$ cat config.mk
export PLATFORM = sky130hd
export DESIGN_NAME = mem_image_loader
export DESIGN_NICKNAME = d
export VERILOG_FILES = /design/src/rtl/mem_image_loader_pkg.sv /design/src/rtl/mem_image_loader.sv
export SDC_FILE = /design/constraint.sdc
export NUM_CORES = 1
export LEC_CHECK = 0
export ABC_AREA = 1
export ABC_CLOCK_PERIOD_IN_PS = 1900
export CORE_UTILIZATION = 25
export CTS_BUF_LIST = sky130_fd_sc_hd__clkbuf_8
export CTS_CLUSTER_DIAMETER = 200
export DETAILED_ROUTE_END_ITERATION = 6
export SLEW_MARGIN = 40
export SYNTH_ARGS = -nofsm -noshare
export SYNTH_HDL_FRONTEND = slang
export SYNTH_SLANG_ARGS = --single-unit
$ cat constraint.sdc
create_clock -name clk -period 1.9 [get_ports clk]
set_input_delay 0.38 -clock clk [delete_from_list [all_inputs] [get_ports clk]]
set_output_delay 0.38 -clock clk [all_outputs]
set_load 0.005 [all_outputs]
$ cat src/rtl/mem_image_loader_pkg.sv
// mem_image_loader_pkg: shared types and header layout for the boot-time image loader
// Contents: loader_state_t FSM encoding, segment-header bit positions, pair stride.
package mem_image_loader_pkg;

    typedef enum logic [2:0] {HDR, LO, HI, FLUSH, RUN} loader_state_t;

    localparam int HDR_TARGET_BIT = 31;
    localparam int HDR_LAST_BIT   = 30;
    localparam int HDR_BASE_LSB   = 16;
    localparam int HDR_BASE_W     = 9;
    localparam int HDR_COUNT_LSB  = 0;
    localparam int HDR_COUNT_W    = 9;
    localparam int PAIR_STRIDE    = 8;

endpackage

$ cat src/rtl/mem_image_loader.sv
// mem_image_loader: packs a framed 32-bit word stream into 64-bit pairs and drives the core's debug memory write ports
// Ports: clk, reset (sync, active-low); s_valid/s_ready/s_data stream input; reload restarts from RUN;
//        enable_debug holds the core in debug; DebugAddress/DebugData1/DebugData2 data-memory port;
//        debug_inst_addr/debug_inst_data1/debug_inst_data2 instruction-memory port; load_done high in RUN.
module mem_image_loader
    import mem_image_loader_pkg::*;
#(
    parameter int DATA_W     = 32,
    parameter int DM_ADDRESS = 9
) (
    input  logic                  clk,
    input  logic                  reset,
    input  logic                  s_valid,
    output logic                  s_ready,
    input  logic [DATA_W-1:0]     s_data,
    input  logic                  reload,
    output logic                  enable_debug,
    output logic [DM_ADDRESS-1:0] DebugAddress,
    output logic [DATA_W-1:0]     DebugData1,
    output logic [DATA_W-1:0]     DebugData2,
    output logic [DM_ADDRESS-1:0] debug_inst_addr,
    output logic [DATA_W-1:0]     debug_inst_data1,
    output logic [DATA_W-1:0]     debug_inst_data2,
    output logic                  load_done
);

    loader_state_t state, next_state;
    logic                   tgt, last;
    logic [DM_ADDRESS-1:0]  base, pair_addr;
    logic [HDR_COUNT_W-1:0] count, idx, idx_nxt, hdr_count;
    logic [DATA_W-1:0]      lo_word;
    logic                   accept;

    // Gated by reset so nothing is accepted in the cycle reset is asserted.
    assign s_ready   = reset && (state == HDR || state == LO || state == HI);
    assign accept    = s_valid && s_ready;
    assign idx_nxt   = idx + 1'b1;
    assign hdr_count = s_data[HDR_COUNT_LSB +: HDR_COUNT_W];
    // Pair k lands at base + 8*k; wrap-around modulo the address width is intended.
    assign pair_addr = base + DM_ADDRESS'({idx, 3'b000});

    always_comb begin
        next_state = state;
        case (state)
            HDR:     if (accept) next_state = (hdr_count == '0) ? (s_data[HDR_LAST_BIT] ? FLUSH : HDR) : LO;
            LO:      if (accept) next_state = HI;
            HI:      if (accept) next_state = (idx_nxt == count) ? (last ? FLUSH : HDR) : LO;
            FLUSH:   next_state = RUN;
            RUN:     if (reload) next_state = HDR;
            default: next_state = HDR;
        endcase
    end

    always_ff @(posedge clk) begin
        if (!reset) begin
            state            <= HDR;
            enable_debug     <= 1'b1;
            load_done        <= 1'b0;
            tgt              <= 1'b0;
            last             <= 1'b0;
            base             <= '0;
            count            <= '0;
            idx              <= '0;
            lo_word          <= '0;
            DebugAddress     <= '0;
            DebugData1       <= '0;
            DebugData2       <= '0;
            debug_inst_addr  <= '0;
            debug_inst_data1 <= '0;
            debug_inst_data2 <= '0;
        end else begin
            state        <= next_state;
            // Registered from the next state so the core is released exactly on entry to RUN.
            enable_debug <= (next_state != RUN);
            load_done    <= (next_state == RUN);
            if (accept && state == HDR) begin
                tgt   <= s_data[HDR_TARGET_BIT];
                last  <= s_data[HDR_LAST_BIT];
                base  <= DM_ADDRESS'(s_data[HDR_BASE_LSB +: HDR_BASE_W]);
                count <= hdr_count;
                idx   <= '0;
            end
            if (accept && state == LO)
                lo_word <= s_data;
            if (accept && state == HI) begin
                idx <= idx_nxt;
                if (tgt) begin
                    DebugAddress <= pair_addr;
                    DebugData1   <= lo_word;
                    DebugData2   <= s_data;
                end else begin
                    debug_inst_addr  <= pair_addr;
                    debug_inst_data1 <= lo_word;
                    debug_inst_data2 <= s_data;
                end
            end
        end
    end

endmodule

==> reports/qor.yml, run 1 <==
synth:
  common_cells: "sky130_fd_sc_hd__dfxtp_1 (212), sky130_fd_sc_hd__o21ai_0 (193), sky130_fd_sc_hd__nor2_1 (162)"
  synth_nets: 1017
  synth.yosys.chip_area_um2: 7850
  synth-seq-area-share: 0.540
routing:
  post-route-drc-count: 12
  via_per_inst: 4.52
  drtAntennaViolNets: 0
place:
  placed_cell_area_um2: 10300
status:
  status: "complete, but fails checks"
  failed_checks: "design-rule violations"
global_routing:
  grt_start_max_net_pins: 196
  first_pass_grt_wire_length_um: 37100
  grt_pass1_vias: 6759
power_and_ir_drop:
  power.net_switching_mw: 2.33
  clockPowerShare: 0.474
  pwr-share-comb: 0.064
  total_power_mw: 9.93
floorplanning:
  core_region_area_um2: 30700
run:
  warning_count: 29
final_layout:
  most-common-layout-cells: "sky130_fd_sc_hd__dfxtp_1 (206), sky130_fd_sc_hd__clkdlybuf4s50_1 (182), sky130_fd_sc_hd__nor2_1 (157), sky130_fd_sc_hd__o21ai_0 (140), sky130_fd_sc_hd__a21oi_1 (135)"
  final_layout_size_suffix_gt1_frac: 0.136
cts:
  cts.reportedPaths.clkPinSlew_ns: 0.06
timing:
  fin_worst_skew_ns: 0.0165
  setup_viol_count_final: 0
-- run 1: flip-flops by register name (all words and copies together) (netlist names) --
register	count
DebugAddress	9
DebugData1	32
DebugData2	32
base	9
count	9
debug_inst_addr	9
debug_inst_data1	32
debug_inst_data2	32
enable_debug	1
idx	9
last	1
lo_word	32
load_done	1
state	3
tgt	1
-- run 1: metrics by stage --
stage / cells / hold WS (ns) / util / setup slack, ns
after floorplan: 974 / 0.441 / - / 0.221
after global placement: 1531 / 0.463 / 0.335 / -0.235
after detailed placement: 1531 / 0.468 / 0.335 / -0.263
after CTS: 1602 / 0.183 / 0.363 / 0.0272
after global routing: 1621 / 0.212 / 0.377 / -0.0812
final: 1621 / 0.209 / 0.377 / 0.0185
-- run 1: timing repair --
item	in CTS	in global routing
gates cloned	0	11
pin swaps	1	8
gates resized	1	93
setup endpoints to repair	1	76
buffers inserted	1	8
-- run 1: area by class of cell --
type                    count  area, um2  area share
multi-input cells         617       3050       0.263
clock buffers              50        688      0.0593
flip-flops and latches    212       4250       0.366
well taps                 396        495      0.0427
clock inverters            20        173      0.0149
inverters                  80        300      0.0259
repair buffers            246       2640       0.228
-- run 1: logic make-up after synthesis --
family | share of synthesized area
fa+ha+maj | 0.0121
xor+xnor | 0.00781
buf+inv | 0.0824
flops | 0.540
compound gates | 0.221
simple gates | 0.136
-- run 1: critical path, stage by stage (launching register included) --
cell and delay, ns:
sky130_fd_sc_hd__dfxtp_2 0.33, sky130_fd_sc_hd__inv_2 0.07, sky130_fd_sc_hd__o21ai_2 0.07, sky130_fd_sc_hd__buf_4 0.14
sky130_fd_sc_hd__nor3_4 0.25, sky130_fd_sc_hd__nand2_4 0.11, sky130_fd_sc_hd__nor2_4 0.26, sky130_fd_sc_hd__buf_6 0.19
sky130_fd_sc_hd__clkbuf_16 0.17, sky130_fd_sc_hd__o21ai_1 0.06, sky130_fd_sc_hd__a21oi_1 0.14
-- run 1: layer usage --
layer  up-vias  global-route usage
met5         -                   0
met4         0              0.0459
met3        41              0.0475
met2       191               0.226
met1      3420               0.192
li1       3671                   -
-- run 1: worst paths after layout --
kind	startpoint	end	slack (ns)	depth (start not counted)
min reg2reg	lo_word[1]	DebugData1[1]	0.47	2
max	state[0]	DebugData1[29]	0.02	10
max reg2reg	state[0]	DebugData1[29]	0.02	10
min	reset	state[1]	0.21	3
-- run 1: power groups by stage --
| stage | Combinational, mW | Clock [mW] | Sequential, mW |
|---|---|---|---|
| after floorplan | 0.286 | 0 | 4.68 |
| after global placement | 0.608 | 0 | 4.68 |
| after detailed placement | 0.610 | 0 | 4.68 |
| after CTS | 0.614 | 4.84 | 4.59 |
| after global routing | 0.697 | 5.07 | 4.60 |
| final | 0.634 | 4.71 | 4.59 |
### Routed metal, one color a layer, run 1

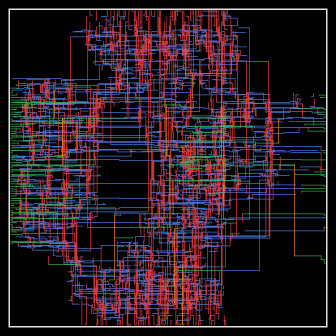
[met4] orange | wire length: 508 um
[met2] red | wire length: 11800 um
[met3] green | wire length: 1920 um
[met1] blue | wire length: 12100 um
global router's overall resource usage: 0.146
detailed-route via count: 7323
post-detailed-routing wire length: 26300 um

### M2 wires, run 1

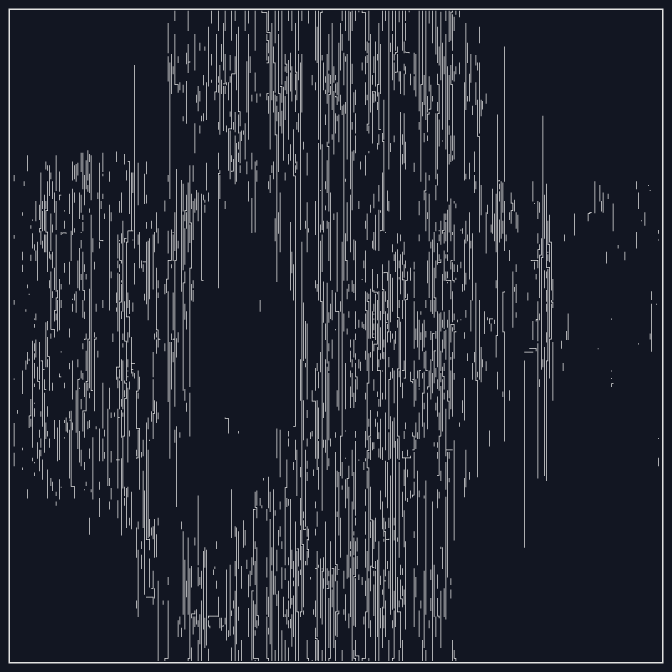
wire length on this layer: 11800 um
longest straight run: 83.1 um
met2 usage in global routing: 0.226

### Routing congestion, run 1

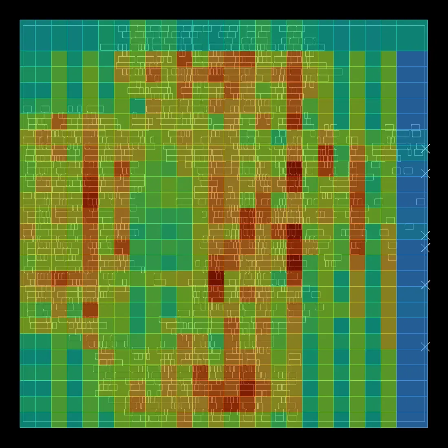
M1 GR Usage: 0.192
mean routed wirelength per cell: 16.2 um

### Logic cells by family, run 1

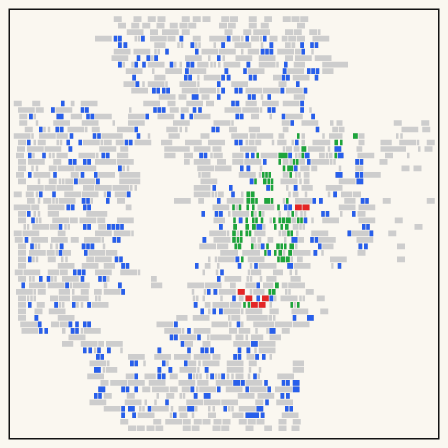
[XOR/XNOR gates] red | cells: 7
[NAND gates] green | cells: 88 | where: middle
[inverting AOI/OAI gates] blue | cells: 344
leading cell type in the layout, fill and taps excluded: sky130_fd_sc_hd__dfxtp_1
combinational share of cell area: 0.263
non-filler cells in the finished layout: 1621

==> inputs of run 2 (changes only) <==
--- a/config.mk
+++ b/config.mk
@@ -7,10 +7,12 @@
 export LEC_CHECK = 0
 export ABC_AREA = 1
 export ABC_CLOCK_PERIOD_IN_PS = 1900
-export CORE_UTILIZATION = 25
+export CORE_MARGIN = 2
+export CORE_UTILIZATION = 45
 export CTS_BUF_LIST = sky130_fd_sc_hd__clkbuf_8
 export CTS_CLUSTER_DIAMETER = 200
 export DETAILED_ROUTE_END_ITERATION = 6
+export PLACE_DENSITY = 0.73
 export SLEW_MARGIN = 40
 export SYNTH_ARGS = -nofsm -noshare
 export SYNTH_HDL_FRONTEND = slang
### Logic cells by family, run 2

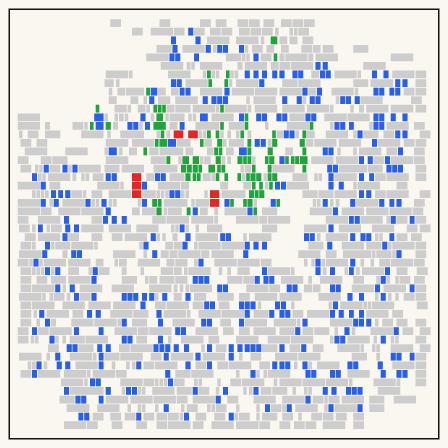
[XOR/XNOR gates] red | cells: 7 | where: middle
[inverting AOI/OAI gates] blue | cells: 344 | where: all over the die
[NAND gates] green | cells: 88
non-filler cells in the finished layout: 1439
combinational share of cell area: 0.271

### Local utilization, run 2

The die is cut into 14 by 14 equal tiles; white is low, dark blue is high, 0 to 100% covered.
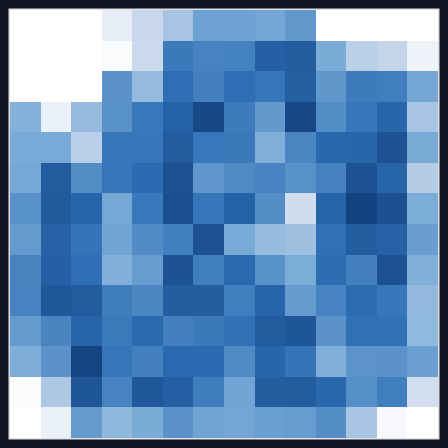
nearly empty tiles: 7.7%
tiles over 75% full: 28%
emptiest ninth of the die: top left
mean over tiles: 58%
fullest tile: 92%
share of the core filled with cells: 0.639
FP Core Util: 0.457
Floorplan Core Area: 17200 um2

==> run 2 against run 1 <==
  * The run now ends clean
  * Sequential share of layout area up 2.1 points
  * Clock-buffer cell count down 2
  * Clock skew up 0.022 ns
  * Sequential power about the same
  * Global-route usage up 8.2 points
  * Utilization up 26 points
  * Combinational power down 7.3%
  * Die size down 42%
  * Flip-flop count unchanged
  * Total power down 5.3%
  * Non-clock buffer count down 6
  * Critical path type is now flip-flop to primary output
  * Critical endpoint is now DebugData1[19]
==> reports/qor.yml, run 2 <==
status:
  status: "finished, final reports clean"
routing:
  drt_wl_total_um: 22300  # -15%
  post-route-drc-count: 0  # -12
  via_per_inst: 5.10  # +13%
  drtAntennaViolNets: 0  # unchanged
  detailed_route_via_count: 7335  # +0.16%
synth:
  synth-seq-area-share: 0.540  # unchanged
  synth_nets: 1017  # unchanged
  simple_gate_area_frac: 0.136  # unchanged
  synth.yosys.chip_area_um2: 7850  # unchanged
  synthXorXnorAreaFrac: 0.00781  # unchanged
  muxShareOfSynthArea: 0  # unchanged
  synthAoiAreaFrac: 0.221  # unchanged
  asyncSetResetFlopFracSynth: 0
  synthDominantCellAreaShare: 0.540
  ys_cells: 974
  netlist.top_cell.by_area: "sky130_fd_sc_hd__dfxtp_1"
  common_cells: "sky130_fd_sc_hd__dfxtp_1 (212), sky130_fd_sc_hd__o21ai_0 (193), sky130_fd_sc_hd__nor2_1 (162)"
global_routing:
  grt_start_max_net_pins: 196  # unchanged
  first_pass_grt_wire_length_um: 34000  # -8.3%
  grt_util_met1: 0.293  # +0.101
  grt_pass1_vias: 6801  # +0.62%
cts:
  cts_tree: "done"
  numCtsBuffers: 36
  cts.reportedPaths.clkPinSlew_ns: 0.07  # about the same
timing:
  layout_setup_ws_ns: 0.0967  # +0.0781 ns
  fin_worst_skew_ns: 0.0389  # +0.0225 ns
  setup_viol_count_final: 0  # unchanged
final_layout:
  lay_top_count: "sky130_fd_sc_hd__dfxtp_1"
  most-common-layout-cells: "sky130_fd_sc_hd__dfxtp_1 (206), sky130_fd_sc_hd__o21ai_0 (192), sky130_fd_sc_hd__clkdlybuf4s50_1 (182), sky130_fd_sc_hd__nor2_1 (158), sky130_fd_sc_hd__a21oi_1 (139)"
  final_layout_size_suffix_gt1_frac: 0.113  # -0.0235
critical_path:
  crit_path_cell_trace: "clkdlybuf4s50_1"
  critPathTopFamily: "buffers and inverters"
  crit_path_top_delay_cell: "sky130_fd_sc_hd__clkdlybuf4s50_1"
  slowest_cell_delay_on_critical_path_ns: 0.56  # +0.23 ns
  cp.buffers_inverters: 1  # -3
run:
  warning_count: 29  # unchanged
floorplanning:
  boundaryPins: 185
  rows: 48
power_and_ir_drop:
  total_power_mw: 9.41  # -5.3%
place:
  dpl_worst_slack_ns: -0.226  # +0.0374 ns
### Routing congestion, run 2

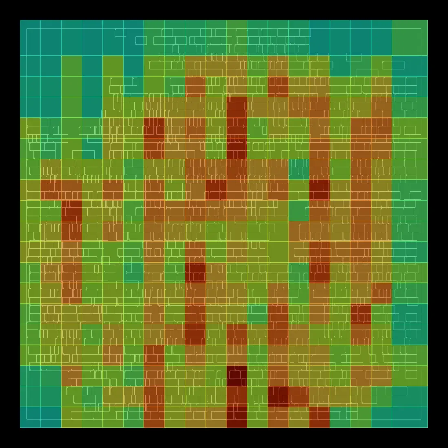
global router's overall resource usage: 0.229
met2 usage in global routing: 0.369
busiest layer in global routing: met2
mean routed wirelength per cell: 15.5 um
global routing usage on met3: 0.0611

[run 2: path summary, 6_finish.rpt]
path                  startpoint              to  slack (ns)  cells after the start
setup reg to reg        state[2]   DebugData2[4]        0.12                     10
hold reg to reg           idx[8]          idx[8]        0.48                      2
hold / removal             reset          idx[3]        0.32                      4
setup / recovery  DebugData1[19]  DebugData1[19]         0.1                      1
[run 2: kinds of logic after synthesis]
logic type | count (synthesis)
AND/OR/NAND/NOR | 259
flip-flops | 212
buffers and inverters | 145
XOR/XNOR | 7
AND-OR/OR-AND | 344
adder cells (fa/ha/maj) | 7
[run 2: cell type report]
| cell class | instances | area [um2] | share of cell area |
|---|---|---|---|
| inverters | 80 | 300 | 0.0274 |
| well taps | 225 | 282 | 0.0256 |
| flip-flops and latches | 212 | 4250 | 0.387 |
| clock inverters | 17 | 104 | 0.00946 |
| repair buffers | 240 | 2400 | 0.219 |
| multi-input cells | 617 | 2980 | 0.271 |
| clock buffers | 48 | 661 | 0.0602 |
[run 2: timing repair]
item | CTS | global route
hold buffers | 0 | 0
gates cloned | 0 | 2
buffers inserted | 1 | 6
endpoints found under the setup margin | 1 | 40
resized | 2 | 17
pin swaps | 1 | 1
endpoints found under the hold margin | 0 | 0
[run 2: report_power, final]
part           total (mW)  internal (mW)  leakage, nW  switching, mW
Clock                4.23           2.40        0.434           1.83
Combinational       0.588          0.260         2.34          0.328
Sequential           4.59           4.54         1.72         0.0463
[run 2: metal layers]
layer  wire (um)  part of all wire  vias to the layer above
met5           0                 0                        -
met1        9760              0.44                     3409
met4         601             0.027                        0
met3        1600             0.072                       41
met2       10400              0.46                      247
li1            -                 -                     3638
[run 2: metrics by stage]
step           cells  hold slack, ns  area (um2)
2_1_floorplan    974           0.441        7850
3_3_place_gp    1365           0.459       10100
3_5_place_dp    1365           0.470       10100
4_1_cts         1431           0.305       10800
5_1_grt         1439           0.348       11000
6_report        1439           0.323       11000
==> inputs of run 3 (changes only) <==
--- a/config.mk
+++ b/config.mk
@@ -11,6 +11,7 @@
 export CORE_UTILIZATION = 45
 export CTS_BUF_LIST = sky130_fd_sc_hd__clkbuf_8
 export CTS_CLUSTER_DIAMETER = 200
+export CTS_CLUSTER_SIZE = 24
 export DETAILED_ROUTE_END_ITERATION = 6
 export PLACE_DENSITY = 0.73
 export SLEW_MARGIN = 40
### Local utilization, run 3

The die is cut into 14 by 14 equal tiles; white is low, dark blue is high, 0 to 100% covered.
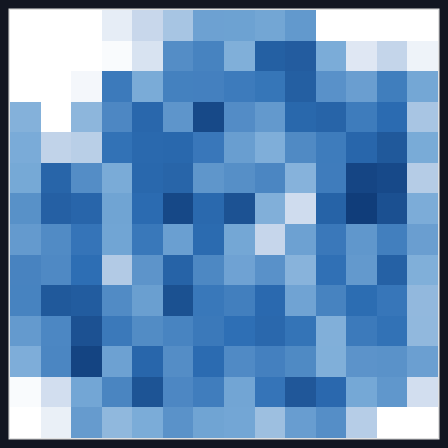
share of the core filled with cells: 0.610

### Routed metal, one color a layer, run 3

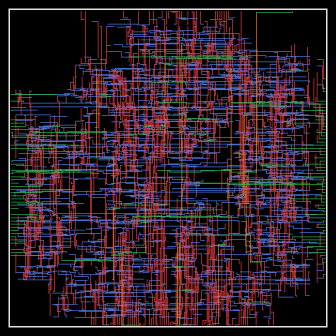
detailed-route via count: 7161
mean routed wirelength per cell: 15.7 um
global router's overall resource usage: 0.219

==> run 3 against run 2 <==
  * Total power decreased by 23%
  * Clock-buffer cell count decreased by 35
  * Area after synthesis unchanged
  * Critical endpoint is now s_ready
  * Synthesized cell count unchanged
==> reports/qor.yml, run 3 <==
floorplanning:
  rows: 48  # unchanged
  floorplanUtilization: 0.457  # unchanged
  core_region_area_um2: 17200  # unchanged
cts:
  numCtsBuffers: 12  # -67%
  cts_tree: "done"
final_layout:
  final_layout_size_suffix_gt1_frac: 0.0867  # -0.0262
  stdcell_count: 1390  # -3.4%
synth:
  asyncSetResetFlopFracSynth: 0  # unchanged
  synth.yosys.chip_area_um2: 7850  # unchanged
  synth-seq-area-share: 0.540  # unchanged
  synthDominantCellAreaShare: 0.540  # unchanged
routing:
  drtAntennaViolNets: 0  # unchanged
  drt_wl_total_um: 21800  # -2.1%
critical_path:
  crit_path_cell_trace: "inv_4, o21ai_4, nor2_1, dlygate4sd2_1"
  critical_path.reg2reg.startpoint: "state[0]"
  r2r_slack_ns: 0.12  # about the same
  cp.buffers_inverters: 2  # +1
  crit_path_top_delay_cell: "sky130_fd_sc_hd__dfxtp_4"
place:
  dp_cells: 1365  # unchanged
  dpl_worst_slack_ns: -0.226  # unchanged
status:
  status: "finished, final reports clean"
### Routing congestion, run 3

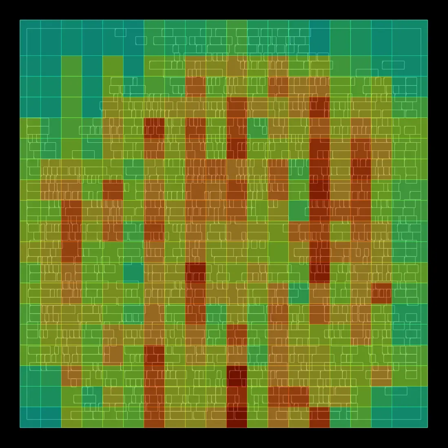
global routing usage on met3: 0.0436
M1 GR Usage: 0.292
met2 usage in global routing: 0.364

## run 3: cell counts after synthesis
No cell type changed its count.
## run 3: worst min-delay path by stage
stage | from | end | slack, ns | cells after the start
after CTS | reset | idx[1] | 0.33 | 4
final | reset | idx[1] | 0.34 | 4
after detailed placement | idx[8] | idx[8] | 0.47 | 2
after global placement | count[8] | count[8] | 0.46 | 2
after global routing | reset | idx[1] | 0.35 | 4
after floorplan | lo_word[1] | debug_inst_data1[1] | 0.44 | 2
## run 3: what timing repair did
action / CTS / global route
gates cloned: 0 / 5
pin swaps: 1 / 5
gates resized: 4 / 43
buffers inserted: 1 / 6
endpoints found under the setup margin: 2 / 104
hold buffers: 0 / 0
## run 3: kinds of logic (layout without fill, tap and decap cells)
family | count (synthesis) | count (layout)
adders and majority gates | 7 | 7
buffers and inverters | 145 | 336
and+or+nand+nor | 259 | 259
DFF | 212 | 212
AOI/OAI and AO/OA | 344 | 344
xor gates and xnor gates | 7 | 7
## run 3: layout make-up
type / count / area, um2
Clock buffer: 13 / 179
Clock inverter: 1 / 30.0
Fill cell: 1539 / 6700
Inverter: 80 / 303
Multi-Input combinational cell: 617 / 2990
Sequential cell: 212 / 4260
Tap cell: 225 / 282
Timing Repair Buffer: 242 / 2440
## run 3: worst register-to-register path: stages (launching register included)
cell,delay [ns]
sky130_fd_sc_hd__dfxtp_4,0.39
sky130_fd_sc_hd__inv_4,0.07
sky130_fd_sc_hd__o21ai_4,0.07
sky130_fd_sc_hd__nor3_4,0.22
sky130_fd_sc_hd__nand2_4,0.12
sky130_fd_sc_hd__nor2_4,0.26
sky130_fd_sc_hd__buf_6,0.19
sky130_fd_sc_hd__clkbuf_16,0.17
sky130_fd_sc_hd__o21ai_0,0.07
sky130_fd_sc_hd__a21oi_1,0.16
## run 3: routing by layer
layer  global-route usage  routed length, um  vias up
met2                0.364               9990      249
met4               0.0596                573        0
met5                    0                  0        -
li1                     -                  -     3566
met1                0.292               9740     3307
met3               0.0436               1540       39
## run 3: where the power goes
group          leakage, nW  switching [mW]  internal, mW
Clock                0.108            1.32         0.766
Sequential            1.72          0.0477          4.54
Combinational         2.35           0.332         0.268
Total                 4.18            1.70          5.57
## run 3: stage by stage
step,util,area [um2],power [mW]
finish,0.610,10500,7.28
global route,0.610,10500,7.53
CTS,0.598,10300,7.32
detailed placement,0.585,10100,5.26
global placement,0.585,10100,5.25
floorplan,-,7850,4.96
No activity file was given, so power comes from the tool's default toggle rates.
